### Close-up of the layout

Scale bar: 5 um. Region (48, 71) to (68, 91) um. Cells in grey, sequential cells in the stronger grey; small squares are vias.
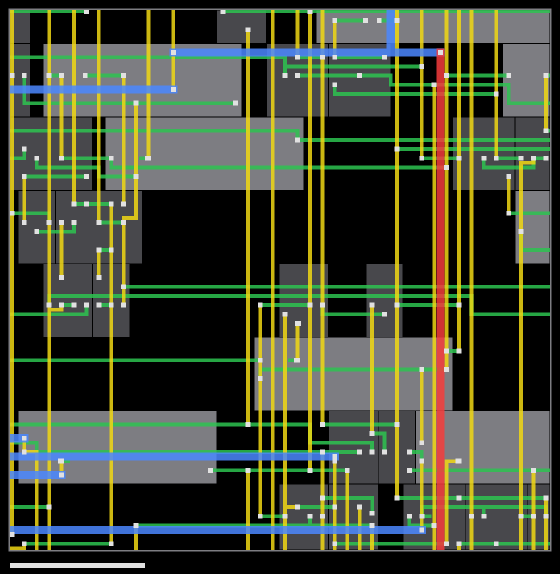
### Wiring by layer

Scale bar: 20 um.
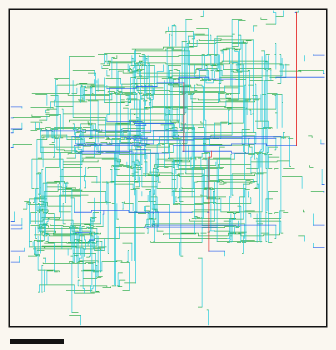
### Sequential cells grouped by signal name

Scale bar: 20 um.
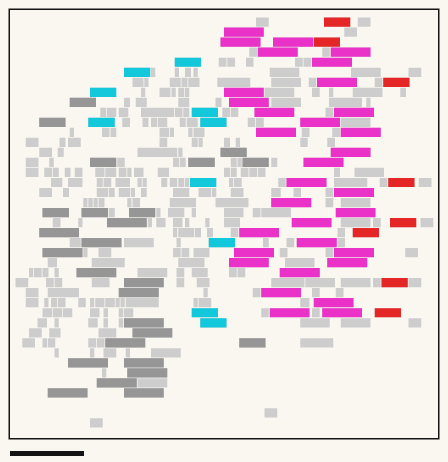
### Logic cells by family

Scale bar: 20 um.
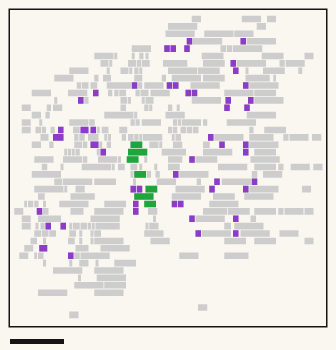
**src/rtl/matrix_mac_nxn_if.sv**
```systemverilog
// Load/start/readback port bundle for the NxN matrix multiply-accumulate engine.
interface matrix_mac_nxn_if #(
    parameter int unsigned N    = 2,
    parameter int unsigned DW   = 2,
    parameter int unsigned ACCW = 8
);
    localparam int unsigned AW = $clog2(N * N);

    logic            ld_en;
    logic            ld_sel;
    logic [AW-1:0]   ld_addr;
    logic [DW-1:0]   ld_data;
    logic            start;
    logic            accum;
    logic            clear;
    logic [AW-1:0]   rd_addr;
    logic [ACCW-1:0] rd_data;
    logic            busy;
    logic            done;
    logic            ovf;

    modport master (
        output ld_en, ld_sel, ld_addr, ld_data, start, accum, clear, rd_addr,
        input  rd_data, busy, done, ovf
    );

    modport slave (
        input  ld_en, ld_sel, ld_addr, ld_data, start, accum, clear, rd_addr,
        output rd_data, busy, done, ovf
    );
endinterface

```
**src/rtl/matrix_mac_nxn.sv**
```systemverilog
// NxN unsigned matrix multiply-accumulate engine: C = A*B or C = C + A*B,
// one element at a time (INIT, N MAC cycles, WB), with optional saturation
// and a sticky overflow flag.
module matrix_mac_nxn #(
    parameter int unsigned N    = 2,
    parameter int unsigned DW   = 2,
    parameter int unsigned ACCW = 8,
    parameter bit          SAT  = 1'b0
) (
    input  logic             clk,
    input  logic             rst,
    matrix_mac_nxn_if.slave  bus
);
    localparam int unsigned NN = N * N;
    localparam int unsigned AW = $clog2(NN);
    localparam int unsigned IW = $clog2(N);
    localparam int unsigned PW = 2 * DW;
    // Headroom for C plus N products, so the overflow test at WB is exact.
    localparam int unsigned XW = ACCW + 1 + $clog2(N);

    typedef enum logic [2:0] {
        S_IDLE,
        S_INIT,
        S_MAC,
        S_WB,
        S_DONE
    } state_t;

    state_t          state_q;
    logic [DW-1:0]   a_q [NN];
    logic [DW-1:0]   b_q [NN];
    logic [ACCW-1:0] c_q [NN];
    logic [IW-1:0]   i_q, j_q, k_q;
    logic [XW-1:0]   acc_q;
    logic            accum_l_q;
    logic            busy_q, done_q, ovf_q;
    logic [ACCW-1:0] rd_data_q;

    logic [AW-1:0]   a_idx_c, b_idx_c, c_idx_c;
    logic [PW-1:0]   prod_c;
    logic            ld_ok_c, rd_ok_c, wb_ovf_c, last_k_c, last_j_c, last_el_c;
    logic [ACCW-1:0] wb_val_c;

    // Element addressing, product and write-back value for the current i/j/k.
    assign a_idx_c   = AW'(32'(i_q) * N + 32'(k_q));
    assign b_idx_c   = AW'(32'(k_q) * N + 32'(j_q));
    assign c_idx_c   = AW'(32'(i_q) * N + 32'(j_q));
    assign prod_c    = PW'(a_q[a_idx_c]) * PW'(b_q[b_idx_c]);
    assign ld_ok_c   = bus.ld_en && (32'(bus.ld_addr) < NN);
    assign rd_ok_c   = 32'(bus.rd_addr) < NN;
    assign wb_ovf_c  = acc_q >= (XW'(1) << ACCW);
    assign wb_val_c  = (wb_ovf_c && SAT) ? '1 : acc_q[ACCW-1:0];
    assign last_k_c  = k_q == IW'(N - 1);
    assign last_j_c  = j_q == IW'(N - 1);
    assign last_el_c = last_j_c && (i_q == IW'(N - 1));

    // Control FSM, matrix storage, accumulator and registered outputs.
    always_ff @(posedge clk) begin
        if (rst) begin
            state_q   <= S_IDLE;
            for (int idx = 0; idx < NN; idx++) begin
                a_q[idx] <= '0;
                b_q[idx] <= '0;
                c_q[idx] <= '0;
            end
            i_q       <= '0;
            j_q       <= '0;
            k_q       <= '0;
            acc_q     <= '0;
            accum_l_q <= 1'b0;
            busy_q    <= 1'b0;
            done_q    <= 1'b0;
            ovf_q     <= 1'b0;
            rd_data_q <= '0;
        end else begin
            rd_data_q <= rd_ok_c ? c_q[bus.rd_addr] : '0;
            done_q    <= 1'b0;
            case (state_q)
                S_IDLE: begin
                    if (ld_ok_c) begin
                        if (bus.ld_sel) b_q[bus.ld_addr] <= bus.ld_data;
                        else            a_q[bus.ld_addr] <= bus.ld_data;
                    end
                    if (bus.clear) begin
                        for (int idx = 0; idx < NN; idx++) c_q[idx] <= '0;
                        ovf_q <= 1'b0;
                    end else if (bus.start) begin
                        accum_l_q <= bus.accum;
                        ovf_q     <= 1'b0;
                        i_q       <= '0;
                        j_q       <= '0;
                        busy_q    <= 1'b1;
                        state_q   <= S_INIT;
                    end
                end
                S_INIT: begin
                    acc_q   <= accum_l_q ? XW'(c_q[c_idx_c]) : '0;
                    k_q     <= '0;
                    state_q <= S_MAC;
                end
                S_MAC: begin
                    acc_q <= acc_q + XW'(prod_c);
                    k_q   <= k_q + 1'b1;
                    if (last_k_c) state_q <= S_WB;
                end
                S_WB: begin
                    c_q[c_idx_c] <= wb_val_c;
                    if (wb_ovf_c) ovf_q <= 1'b1;
                    if (last_el_c) begin
                        busy_q  <= 1'b0;
                        done_q  <= 1'b1;
                        state_q <= S_DONE;
                    end else begin
                        if (last_j_c) begin
                            j_q <= '0;
                            i_q <= i_q + 1'b1;
                        end else begin
                            j_q <= j_q + 1'b1;
                        end
                        state_q <= S_INIT;
                    end
                end
                S_DONE:  state_q <= S_IDLE;
                default: state_q <= S_IDLE;
            endcase
        end
    end

    assign bus.rd_data = rd_data_q;
    assign bus.busy    = busy_q;
    assign bus.done    = done_q;
    assign bus.ovf     = ovf_q;
endmodule
```
**src/flat_wrapper.sv**
```systemverilog
// flat-port wrapper written by rule: the top's interface ports become plain ports
module matrix_mac_nxn_flat 
#(
    parameter int unsigned N    = 2,
    parameter int unsigned DW   = 2,
    parameter int unsigned ACCW = 8,
    parameter bit          SAT  = 1'b0
)
  (clk, rst, bus_ld_en, bus_ld_sel, bus_ld_addr, bus_ld_data, bus_start, bus_accum, bus_clear, bus_rd_addr, bus_rd_data, bus_busy, bus_done, bus_ovf);
  matrix_mac_nxn_if #(.N(N), .DW(DW), .ACCW(ACCW)) bus_i ();
  input  logic clk;
  input  logic rst;
  input wire logic [$bits(bus_i.ld_en)-1:0] bus_ld_en;
  input wire logic [$bits(bus_i.ld_sel)-1:0] bus_ld_sel;
  input wire logic [$bits(bus_i.ld_addr)-1:0] bus_ld_addr;
  input wire logic [$bits(bus_i.ld_data)-1:0] bus_ld_data;
  input wire logic [$bits(bus_i.start)-1:0] bus_start;
  input wire logic [$bits(bus_i.accum)-1:0] bus_accum;
  input wire logic [$bits(bus_i.clear)-1:0] bus_clear;
  input wire logic [$bits(bus_i.rd_addr)-1:0] bus_rd_addr;
  output wire logic [$bits(bus_i.rd_data)-1:0] bus_rd_data;
  output wire logic [$bits(bus_i.busy)-1:0] bus_busy;
  output wire logic [$bits(bus_i.done)-1:0] bus_done;
  output wire logic [$bits(bus_i.ovf)-1:0] bus_ovf;
  assign bus_i.ld_en = bus_ld_en;
  assign bus_i.ld_sel = bus_ld_sel;
  assign bus_i.ld_addr = bus_ld_addr;
  assign bus_i.ld_data = bus_ld_data;
  assign bus_i.start = bus_start;
  assign bus_i.accum = bus_accum;
  assign bus_i.clear = bus_clear;
  assign bus_i.rd_addr = bus_rd_addr;
  assign bus_rd_data = bus_i.rd_data;
  assign bus_busy = bus_i.busy;
  assign bus_done = bus_i.done;
  assign bus_ovf = bus_i.ovf;
  matrix_mac_nxn #(.N(N), .DW(DW), .ACCW(ACCW), .SAT(SAT)) u_core (.clk(clk), .rst(rst), .bus(bus_i));
endmodule
```
**config.mk**
```make
export PLATFORM = sky130hd
export DESIGN_NAME = matrix_mac_nxn_flat
export DESIGN_NICKNAME = d
export VERILOG_FILES = /design/src/rtl/matrix_mac_nxn_if.sv /design/src/rtl/matrix_mac_nxn.sv /design/src/flat_wrapper.sv
export SDC_FILE = /design/constraint.sdc
export NUM_CORES = 1
export LEC_CHECK = 0
export ABC_AREA = 0
export CAP_MARGIN = 20
export CORE_UTILIZATION = 29
export DETAILED_ROUTE_END_ITERATION = 16
export GPL_TIMING_DRIVEN = 0
export PLACE_DENSITY = 0.52
export SLEW_MARGIN = 30
export SYNTH_ARGS = -nofsm -noshare
export SYNTH_HDL_FRONTEND = slang
export SYNTH_SLANG_ARGS = --single-unit
```
**constraint.sdc**
```tcl
create_clock -name clk -period 4.45 [get_ports clk]
set_input_delay 0.89 -clock clk [delete_from_list [all_inputs] [get_ports clk]]
set_output_delay 0.89 -clock clk [all_outputs]
set_load 0.02 [all_outputs]
```
==> impl.org <==
#+TITLE: Flow metrics

** Final layout
- Of all the cell area in the finished design, the clock network holds 0.0674.
- Filler instances :: 1234
- The layout has 7 inverters outside the clock class.
- The final layout contains a sequential cell count of 76.
- Number of logic gates :: 206
- Register with the highest flop count :: u_core.c_q
- In the final layout, the registers with the most flip-flops are u_core.c_q (32), u_core.acc_q (10).
- Number of nets in the layout :: 359
- Layout cells sized above 1 :: 0.169
- Per the final report, the share of cell area in non-clock buffers is 0.0666.

** Final timing
- Final-report hold violation count :: 0
- Measured against its own limit, the worst slew margin works out to 0.432.
- Summed over all failing endpoints, the final setup total negative slack is 0 ns.
- Worst Tran Pin Value :: 0.849 ns
- Setup repair after global routing left no endpoint under its margin.
- Tcrit/Tclk final :: 0.799
- Number of failing setup endpoints in the final timing report :: 0

** Pwr
- In this run the power spent charging and discharging nets is 592 uW.
- The share of total power dissipated in combinational logic is 0.205.
- Clock power frac :: 0.357
- In the power breakdown, the internal column shows 1500 uW.
- Post-route total power :: 2090 uW
- Worst VDD drop :: 0.170 mV
- Sequential fraction of design power :: 0.438

** Critical path
- Critical path, cell by cell :: buf_2 -> buf_4 -> mux4_2 -> and2_1 -> fa_1 -> ha_1 -> inv_1 -> fa_1 -> nor2b_1 -> o21ai_0 -> xnor2_1 -> nand2_1 -> a311oi_1
- Startpoint-to-endpoint class of the critical path :: reg -> reg
- Startpoint of the most critical register-to-register path :: u_core.j_q
- Cell count along the critical path :: 13
- The worst setup path is launched from a flip-flop.
- Worst setup endpoint :: u_core.acc_q[5]
- By instance count, the cell type seen most on the critical path is fa_1.
- Per STA, the startpoint of the critical path is u_core.j_q.
- For this run, the slowest stage of the critical path takes 0.52 ns.
- Per the timing report, the most critical flop-to-flop path finishes at u_core.acc_q[5].
- Worst reg-to-reg setup slack :: 0.90 ns

** Die
- The floorplan step defined a core boundary enclosing 12700 um^2.
- The overall die size recorded for this design is 13500 um^2.
- The die is 116 um tall.

** Synthesis
- The number of different library cells used by synthesis comes to 46.
- Count of warnings emitted by yosys :: 0
- edfxtp_1 takes more of the synthesized area than any other cell.
- The cell-mix breakdown from Yosys lists the adder-cell area share as 0.0271.
- Of the post-synthesis cell area, the dominant cell type holds 0.381.
- Total cells reported by yosys after synthesis :: 307
- Per Yosys stat, the portion of area used by sequential elements is 0.529.
- The most common cell in the synthesized netlist is edfxtp_1.
- In this run, the synthesized area fraction spent on xor and xnor cells is recorded as 0.0139.
- Mux share :: 0.122
- Top FF cell, synth :: edfxtp_1

** Routing
- After detailed routing, the number of remaining DRC violations is 0.
- For this block, the initial DRC count from the detailed router was 197.
- For this run, the detailed router reports a per-instance via density of 4.76.
- Per the detailed-route log, wirelength across all metal layers totals 8680 um.
- In the log, the iteration count for the first detailed-route pass is 4.
- Per the detail_route log, the uppermost layer with routed signals is met4.

** Clock network
- In this run the clock root is driven by a clkbuf_16.
- Number of levels in the clock H-tree :: 3
- TritonCTS created 9 clock buffers.
- The longest clock path from root to sink contains 2 buffers.
- TritonCTS built the clock tree.

** Placed design
- Port bufs :: 21

** Global routing
- Across every metal layer, demand over resource in global routing totals 0.144.
- Global-route track usage on met3 :: 0.0410
- First-pass GRT wire length :: 13900 um
- The layer flagged by global routing as most heavily used is met2.

** Outcome
- Run status :: finished, final reports clean

** Min path
- The worst hold path begins at u_core.bus.busy.
- Worst Hold End :: u_core.bus.busy

** Job
- Across all stage logs, warnings added up to 26.
About 'Close-up of the layout':
Yellow is M2. Red is M4. Green is M1. Blue is M3.
Sequential cells in the window: 5. Most frequent: dfxtp_1 (5), and2_1 (4). Netlist names of flops here include u_core.acc_q (2). 22 logic cells have their middle in the window.

About 'Wiring by layer':
Green is M1, wire length 3790 um. Cyan is M2, wire length 4130 um. Blue is M3, wire length 647 um. Red is M4, wire length 112 um.
total vias in the final route: 2456
drt wl/cell: 16.8 um

About 'Sequential cells grouped by signal name':
Magenta is u_core.c_q, sequential cells 32. Cyan is u_core.acc_q, sequential cells 10. Red is u_core.bus.rd_data, sequential cells 8.
post-route core utilization: 0.356
fraction of standard cell area that is sequential: 0.444
sequential cell area: 2000 um^2

About 'Logic cells by family':
Green is fa/ha/maj cells, cells 7, most used ha_1, where centre. Purple is and/or cells, cells 50, most used and2_1.
Cell Count, Final, Fillers Out: 516
Top cell excl fill/tap: edfxtp_1
fraction of area in multi-input gates: 0.369

-- tightest hold or removal path: stages, from the launching register on --
cell     delay, ns
dfxtp_1       0.33
nand2_1       0.06
a21oi_1       0.05
-- power by group through the flow --
stage	combinational, uW	clock, uW	sequential [uW]
floorplan	306	0	914
global placement	428	0	925
detailed placement	433	0	931
CTS	436	766	916
global route	479	794	929
finish	429	746	915
-- through the flow --
step           std cells  setup WS (ns)  utilization  area, um^2
5_1_grt              516          0.661        0.356        4510
3_3_place_gp         500          0.851        0.332        4210
4_1_cts              516          0.827        0.356        4510
3_5_place_dp         500          0.845        0.332        4210
2_1_floorplan        307           1.20            -        3780
6_report             516          0.895        0.356        4510
-- cell families after synthesis --
group,Yosys count
simple gates,133
flops,76
compound gates,39
buf+inv,25
mux,21
fa+ha+maj,7
xor+xnor,6
Power and IR drop assume default switching activity.
